==> config.mk <==
export PLATFORM = sky130hd
export DESIGN_NAME = spi_chip_responder
export DESIGN_NICKNAME = d
export VERILOG_FILES = /design/src/rtl/spi_chip_responder.sv
export SDC_FILE = /design/constraint.sdc
export NUM_CORES = 1
export LEC_CHECK = 0
export ABC_CLOCK_PERIOD_IN_PS = 4000
export CAP_MARGIN = 15
export CORE_MARGIN = 1
export CORE_UTILIZATION = 25
export DETAILED_ROUTE_END_ITERATION = 10
export GPL_TIMING_DRIVEN = 0
export PLACE_DENSITY = 0.44
export SYNTH_ARGS = -nofsm -noshare
export SYNTH_HDL_FRONTEND = slang
export SYNTH_SLANG_ARGS = --single-unit
==> constraint.sdc <==
create_clock -name clk -period 4 [get_ports clk]
set_input_delay 0.8 -clock clk [delete_from_list [all_inputs] [get_ports clk]]
set_output_delay 0.8 -clock clk [all_outputs]
set_load 0.02 [all_outputs]
==> src/rtl/spi_chip_responder.sv <==
// spi_chip_responder: chip-side SPI target (mode 0, MSB first).
// Captures 64-bit config frames (spi_sel=1) and 32-bit waveform words
// (spi_sel=0). All SPI pins are oversampled by clk via SYNC_STAGES flops.
// Optional feature macro: SPI_READBACK_EN -- when defined, miso returns the
// previously committed config frame; when undefined miso is tied low and the
// readback/transmit registers do not exist.
// Debug: dbg_state exposes the FSM state (IDLE=0, SHIFT=1, CHECK=2, COMMIT=3, ERROR=4).
module spi_chip_responder #(
  parameter int CFG_BITS    = 64,
  parameter int WAV_BITS    = 32,
  parameter int SYNC_STAGES = 2
) (
  input  logic                clk,
  input  logic                rst,
  input  logic                spi_clk_in,
  input  logic                cs_b,
  input  logic                spi_sel,
  input  logic                mosi,
  output logic                miso,
  output logic                spi_clk_out,
  output logic [CFG_BITS-1:0] cfg_word,
  output logic                cfg_valid,
  output logic [WAV_BITS-1:0] wav_word,
  output logic                wav_valid,
  output logic                frame_err,
  output logic                busy,
  output logic [2:0]          dbg_state
);

  typedef enum logic [2:0] {
    IDLE   = 3'd0,
    SHIFT  = 3'd1,
    CHECK  = 3'd2,
    COMMIT = 3'd3,
    ERROR  = 3'd4
  } state_t;

  localparam logic [6:0] CNT_MAX = 7'd127;
  localparam logic [6:0] CFG_CNT = 7'(CFG_BITS);
  localparam logic [6:0] WAV_CNT = 7'(WAV_BITS);

  // Synchronizer chains; index SYNC_STAGES-1 is the settled sample.
  logic [SYNC_STAGES-1:0] sclk_sync_q, cs_sync_q, sel_sync_q, mosi_sync_q;
  logic                   sclk_prev_q, cs_prev_q;

  state_t               state_q, state_d;
  logic                 sel_q, sel_d;
  logic [6:0]           bit_cnt_q, bit_cnt_d;
  logic [CFG_BITS-1:0]  rx_sh_q, rx_sh_d;
  logic [CFG_BITS-1:0]  cfg_word_q, cfg_word_d;
  logic [WAV_BITS-1:0]  wav_word_q, wav_word_d;
`ifdef SPI_READBACK_EN
  logic [CFG_BITS-1:0]  tx_sh_q, tx_sh_d;
  logic [CFG_BITS-1:0]  readback_q, readback_d;
  logic                 sclk_fall;
`endif

  logic sclk_s, cs_s, sel_s, mosi_s;
  logic sclk_rise, cs_fall, cs_rise;

  assign sclk_s    = sclk_sync_q[SYNC_STAGES-1];
  assign cs_s      = cs_sync_q[SYNC_STAGES-1];
  assign sel_s     = sel_sync_q[SYNC_STAGES-1];
  assign mosi_s    = mosi_sync_q[SYNC_STAGES-1];
  assign sclk_rise = sclk_s & ~sclk_prev_q;
  assign cs_fall   = ~cs_s & cs_prev_q;
  assign cs_rise   = cs_s & ~cs_prev_q;
`ifdef SPI_READBACK_EN
  assign sclk_fall = ~sclk_s & sclk_prev_q;
`endif

  // Synchronize the SPI pins and keep one extra stage for edge detection.
  always_ff @(posedge clk or negedge rst) begin
    if (!rst) begin
      sclk_sync_q <= '0;
      cs_sync_q   <= '0;
      sel_sync_q  <= '0;
      mosi_sync_q <= '0;
      sclk_prev_q <= 1'b0;
      cs_prev_q   <= 1'b0;
    end else begin
      sclk_sync_q <= {sclk_sync_q[SYNC_STAGES-2:0], spi_clk_in};
      cs_sync_q   <= {cs_sync_q[SYNC_STAGES-2:0], cs_b};
      sel_sync_q  <= {sel_sync_q[SYNC_STAGES-2:0], spi_sel};
      mosi_sync_q <= {mosi_sync_q[SYNC_STAGES-2:0], mosi};
      sclk_prev_q <= sclk_s;
      cs_prev_q   <= cs_s;
    end
  end

  // FSM and datapath state registers.
  always_ff @(posedge clk or negedge rst) begin
    if (!rst) begin
      state_q    <= IDLE;
      sel_q      <= 1'b0;
      bit_cnt_q  <= '0;
      rx_sh_q    <= '0;
      cfg_word_q <= '0;
      wav_word_q <= '0;
`ifdef SPI_READBACK_EN
      tx_sh_q    <= '0;
      readback_q <= '0;
`endif
    end else begin
      state_q    <= state_d;
      sel_q      <= sel_d;
      bit_cnt_q  <= bit_cnt_d;
      rx_sh_q    <= rx_sh_d;
      cfg_word_q <= cfg_word_d;
      wav_word_q <= wav_word_d;
`ifdef SPI_READBACK_EN
      tx_sh_q    <= tx_sh_d;
      readback_q <= readback_d;
`endif
    end
  end

  // Next-state logic. Committed words are loaded on the CHECK->COMMIT edge so
  // they are already visible while the valid pulse is high.
  always_comb begin
    state_d    = state_q;
    sel_d      = sel_q;
    bit_cnt_d  = bit_cnt_q;
    rx_sh_d    = rx_sh_q;
    cfg_word_d = cfg_word_q;
    wav_word_d = wav_word_q;
`ifdef SPI_READBACK_EN
    tx_sh_d    = tx_sh_q;
    readback_d = readback_q;
`endif
    unique case (state_q)
      IDLE: begin
        if (cs_fall) begin
          state_d   = SHIFT;
          sel_d     = sel_s;
          bit_cnt_d = '0;
`ifdef SPI_READBACK_EN
          tx_sh_d   = readback_q;
`endif
        end
      end
      SHIFT: begin
        // A cs_b rise takes priority over any coincident spi_clk edge.
        if (cs_rise) begin
          state_d = CHECK;
        end else begin
          if (sclk_rise) begin
            rx_sh_d = {rx_sh_q[CFG_BITS-2:0], mosi_s};
            if (bit_cnt_q != CNT_MAX) bit_cnt_d = bit_cnt_q + 7'd1;
          end
`ifdef SPI_READBACK_EN
          if (sclk_fall) begin
            // A waveform frame only carries WAV_BITS of readback.
            if (!sel_q && (bit_cnt_q >= WAV_CNT)) tx_sh_d = '0;
            else tx_sh_d = {tx_sh_q[CFG_BITS-2:0], 1'b0};
          end
`endif
        end
      end
      CHECK: begin
        if (bit_cnt_q == (sel_q ? CFG_CNT : WAV_CNT)) begin
          state_d = COMMIT;
          if (sel_q) begin
            cfg_word_d = rx_sh_q;
`ifdef SPI_READBACK_EN
            readback_d = rx_sh_q;
`endif
          end else begin
            wav_word_d = rx_sh_q[WAV_BITS-1:0];
          end
        end else begin
          state_d = ERROR;
        end
      end
      COMMIT:  state_d = IDLE;
      ERROR:   state_d = IDLE;
      default: state_d = IDLE;
    endcase
  end

  assign cfg_valid   = (state_q == COMMIT) & sel_q;
  assign wav_valid   = (state_q == COMMIT) & ~sel_q;
  assign frame_err   = (state_q == ERROR);
  assign busy        = (state_q != IDLE);
  assign cfg_word    = cfg_word_q;
  assign wav_word    = wav_word_q;
  assign spi_clk_out = sclk_prev_q;
  assign dbg_state   = state_q;
`ifdef SPI_READBACK_EN
  assign miso = (state_q == SHIFT) & tx_sh_q[CFG_BITS-1];
`else
  assign miso = 1'b0;
`endif

endmodule

Fig. 1: metal 3
Scale: 3 px per um.
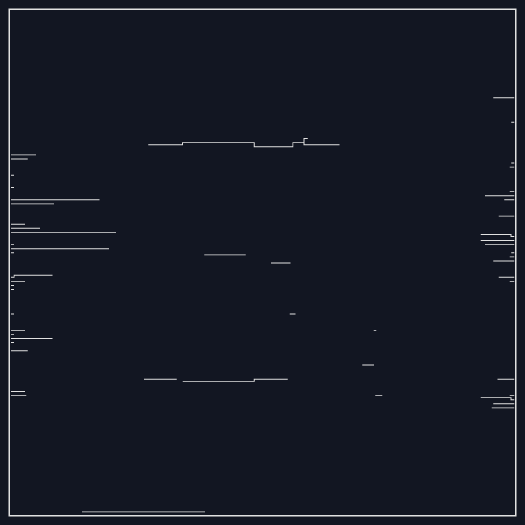
longest straight run: 40.7 um
wire length on this layer: 485 um
main direction: horizontal
share of all routed wire: 3.5%
nets with wire on the layer: 49
routed vias: 3843
routed wire length: 13900 um
met3 GRT Util: 2.80%

Fig. 2: selected gate families
Scale: 1.5 px per um.
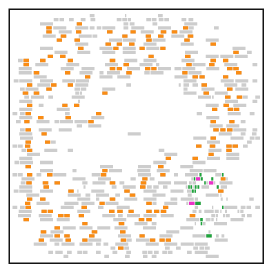
legend:
  AND-OR and OR-AND gates:
    colour: magenta
    cells: 3
  multiplexers:
    colour: orange
    cells: 163
    where: all over the die
  NAND gates:
    colour: green
    cells: 18
non-filler cells, final: 906
fraction of area in multi-input gates: 24.3%
most frequent logic cell in the layout: dfrtp_1

Fig. 3: routed clock nets over the placement
Scale: 3 px per um.
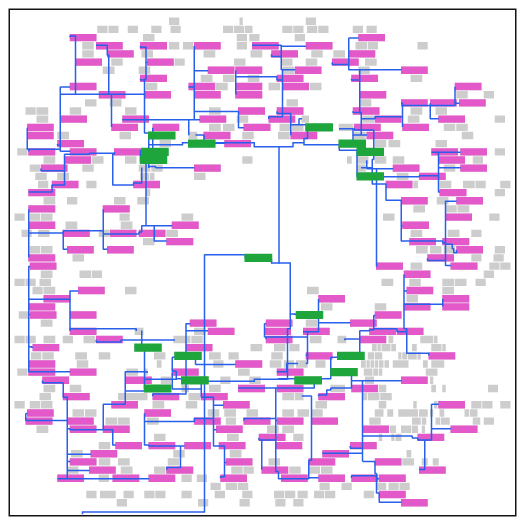
legend:
  flip-flops:
    colour: magenta
    count: 181
  clock wires:
    colour: blue
    length: 2350 um
  clock drivers:
    colour: green
    count: 17
flops lie: all over the die
Clock group: 1.61 mW
Clock Skews: 0.0118 ns

Fig. 4: clock nets
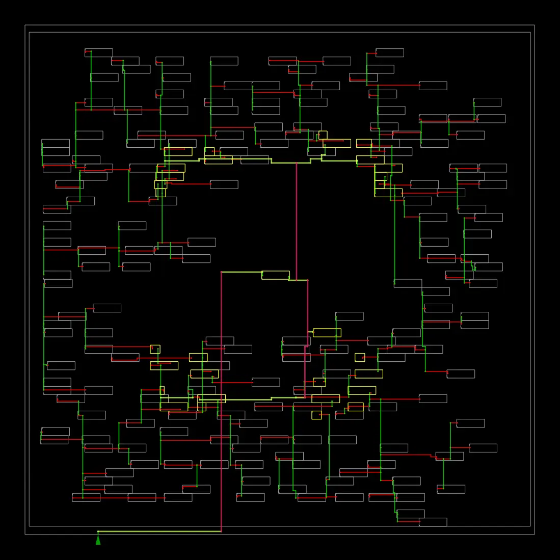
CTS Buf Count: 17
clock sinks: 181
clk_buf instances: 20
seq_cells: 181

==> flow_metrics.py <==
# Physical implementation metrics
metrics = {
    "die": {
        "fp.dieW_um": 168,
        "ios": 111,
        "core_mm2": 0.0270,
        "chip_area_mm2": 0.0283,
        "fp_util_pct": 25.6,
        "rows": 60,
        "die-height_um": 168,
    },
    "global_routing": {
        "overflow": 0,
        "grt_usage_pct": 10.5,
        "grt_antenna_before_repair": 0,
        "first_global_vias": 4135,
        "grt_max_degree": 103,
        "grt_pass1_wl_um": 23100,
    },
    "synth": {
        "synthCells": 423,
        "syn_area_per_cell_um2": 16.3,
        "ys.warnings.count": 0,
        "synth.distinct_cells": 36,
        "syn_nets": 431,
        "yosysChipArea_mm2": 0.00692,
        "ys_seq_share_pct": 65.5,
        "synth_flops": 181,
        "syn_area_mm2": 0.00692,
        "synth_stat.cells": 423,
        "flop_cell": "dfrtp_1",
        "edf_count": 0,
        "async_flop_share_pct": 100,
    },
    "finish": {
        "mostFrequentLayoutCells": "dfrtp_1, mux2_2, clkdlybuf4s50_1",
        "drive_gt1_share_pct": 38.1,
        "fin_nets": 560,
        "antenna_cells": 0,
        "area_delta_synth_final_pct": 30.7,
    },
    "setup_path": {
        "slowest_stage": "clkdlybuf4s50_1",
        "critPathArrivalTime_ns": 1.97,
        "worst_path_largest_cell_delay_ns": 0.62,
        "r2r_slack_ns": 2.00,
        "cp_top_family": "buffers and inverters",
        "path_class": "flop to primary output",
        "crit_fanout": 8,
        "path_buffers": 2,
        "startpoint_type": "flop",
        "cp.required_ns": 3.20,
        "crit_path_end_kind": "primary output",
        "worstPathCellList": "buf_2 -> nor2b_1 -> nand2_1 -> nor2_1 -> clkdlybuf4s50_1",
    },
    "clock_tree": {
        "clk_latency_ns": 0.42,
        "cts_setup_buffers": 0,
        "cts_resized": 0,
        "h-tree-depth": 4,
        "postCtsHoldBufs": 0,
        "clk_pin_slew_ns": 0.07,
        "clock_path_buffers": 2,
        "cts_root_buf": "clkbuf_16",
        "cts_tree": "built",
    },
    "route": {
        "routed_via_density": 4.24,
        "post-route-drc-count": 0,
        "wl_per_cell_um": 15.3,
        "drt_pre_antenna_iters": 4,
        "ant_nets": 0,
        "drtIter0Drc": 169,
    },
    "timing": {
        "hold_violations": 0,
        "setup_viol": 0,
        "max_freq_mhz": 362,
        "relSlewSlack_pct": 46.9,
        "timing.hold.ws_ns": 0.350,
        "slew_viol_final": 0,
        "grt_setup_unrepaired": "false",
        "tightest_slew_ns": 0.797,
        "setup_ws_ns": 1.23,
        "finalCriticalPeriod_ns": 2.77,
        "tns_ns": 0,
        "period_used_pct": 69.1,
    },
    "hold_path": {
        "hp-class": "flop to flop",
    },
    "placement": {
        "post-place-ws_ns": 1.67,
        "io_buffer_count": 109,
        "gp_congestion": 0.707,
        "dp_hpwl_um": 9260,
    },
    "power_and_ir_drop": {
        "clockPowerShare_pct": 42.5,
        "vdd_drop_max_mv": 0.243,
        "p_leak_nw": 4.36,
        "powerDensity_mw_per_mm2": 419,
        "power.internal_mw": 2.85,
        "netSwitchingFraction_pct": 24.9,
        "seq_power_share_pct": 51.2,
        "power_switching_uw": 942,
        "comb_power_share_pct": 6.3,
    },
    "job": {
        "warnings": 29,
        "drv_cap": 0,
    },
    "status": {
        "status": "completed",
    },
}
-- metrics by stage --
stage                     total power [mW]  cells  util (%)  instance area, um2
after floorplan                       2.11    423         -                6920
after global placement                2.21    873      31.2                8430
after detailed placement              2.22    874      31.3                8470
after CTS                             3.87    906      33.4                9040
after global routing                  3.99    906      33.4                9040
final                                 3.79    906      33.4                9040
-- worst paths after layout --
check | startpoint | endpoint | cells after the start
max reg2reg | bit_cnt_q[0] | cfg_word[37] | 7
min reg2reg | cs_sync_q[0] | cs_sync_q[1] | 0
max | dbg_state[1] | wav_valid | 5
max in group asynchronous | rst | rx_sh_q[61] | 2
min in group asynchronous | rst | wav_word[19] | 1
min | cs_sync_q[0] | cs_sync_q[1] | 0
-- cells in the mapped netlist, types with 2 or more instances --
cell type    n  area [um2]
a2111oi_0    2        17.5
a21oi_1      2        10.0
buf_2        8        40.0
buf_4        2        15.0
buf_6       10         113
dfrtp_1    181        4530
ha_1         2        25.0
inv_1        5        18.8
mux2_1       7        78.8
mux2_2     155        1750
nand2_1      8        30.0
nand3_1      7        35.0
nor2_1       4        15.0
nor2b_1      3        18.8
nor3_1       2        10.0
nor3b_1      2        15.0
o211ai_1     2        15.0
o21ai_0      2        10.0
o31a_1       2        17.5
-- flip-flops by register name, summed over array words and instances (netlist names) --
register / cells
sel_q: 1
sclk_sync_q: 2
dbg_state: 3
cs_prev_q: 1
mosi_sync_q: 2
bit_cnt_q: 7
wav_word: 32
sel_sync_q: 2
cs_sync_q: 2
spi_clk_out: 1
rx_sh_q: 64
cfg_word: 64
-- power by group through the flow --
stage | Sequential (mW) | Combinational, mW | Clock, mW
floorplan | 1.96 | 0.142 | 0
global placement | 1.98 | 0.234 | 0
detailed placement | 1.98 | 0.246 | 0
CTS | 1.94 | 0.247 | 1.68
global route | 1.95 | 0.267 | 1.77
finish | 1.94 | 0.238 | 1.61
-- metal layers --
metal | share of wire, % | up-vias | wire (um) | GRT usage [%]
met3 | 3.5 | 9 | 484 | 2.80
li1 | - | 1758 | - | -
met1 | 44 | 2015 | 6140 | 13.0
met4 | 1.3 | 0 | 185 | 3.64
met2 | 51 | 61 | 7040 | 17.5
met5 | 0 | - | 0 | 0
-- logic make-up after synthesis --
kind of cell / after synthesis / share of synthesized area [%]
adder cells (fa/ha/maj): 2 / 0.362
AND-OR/OR-AND: 15 / 1.63
other: 1 / 0.0542
AND/OR/NAND/NOR: 36 / 3.24
flip-flops: 181 / 65.5
buffers and inverters: 25 / 2.70
multiplexers: 163 / 26.5
-- area by class of cell --
type                            instances  area, um2
Sequential cell                       181       4530
Multi-Input combinational cell        217       2200
Fill cell                            2643      18000
Tap cell                              341        427
Inverter                                5       18.8
Buffer                                 20        168
Clock buffer                           20        457
Clock inverter                         12        118
Timing Repair Buffer                  110       1120
-- worst register-to-register path, cell delays in order (launching register included) --
cell     delay, ns
dfrtp_1       0.42
inv_1         0.08
ha_1          0.14
nor4b_2       0.24
and3b_2       0.30
nand2_4       0.18
buf_6         0.21
mux2_1        0.31
Power and IR drop assume default switching activity.
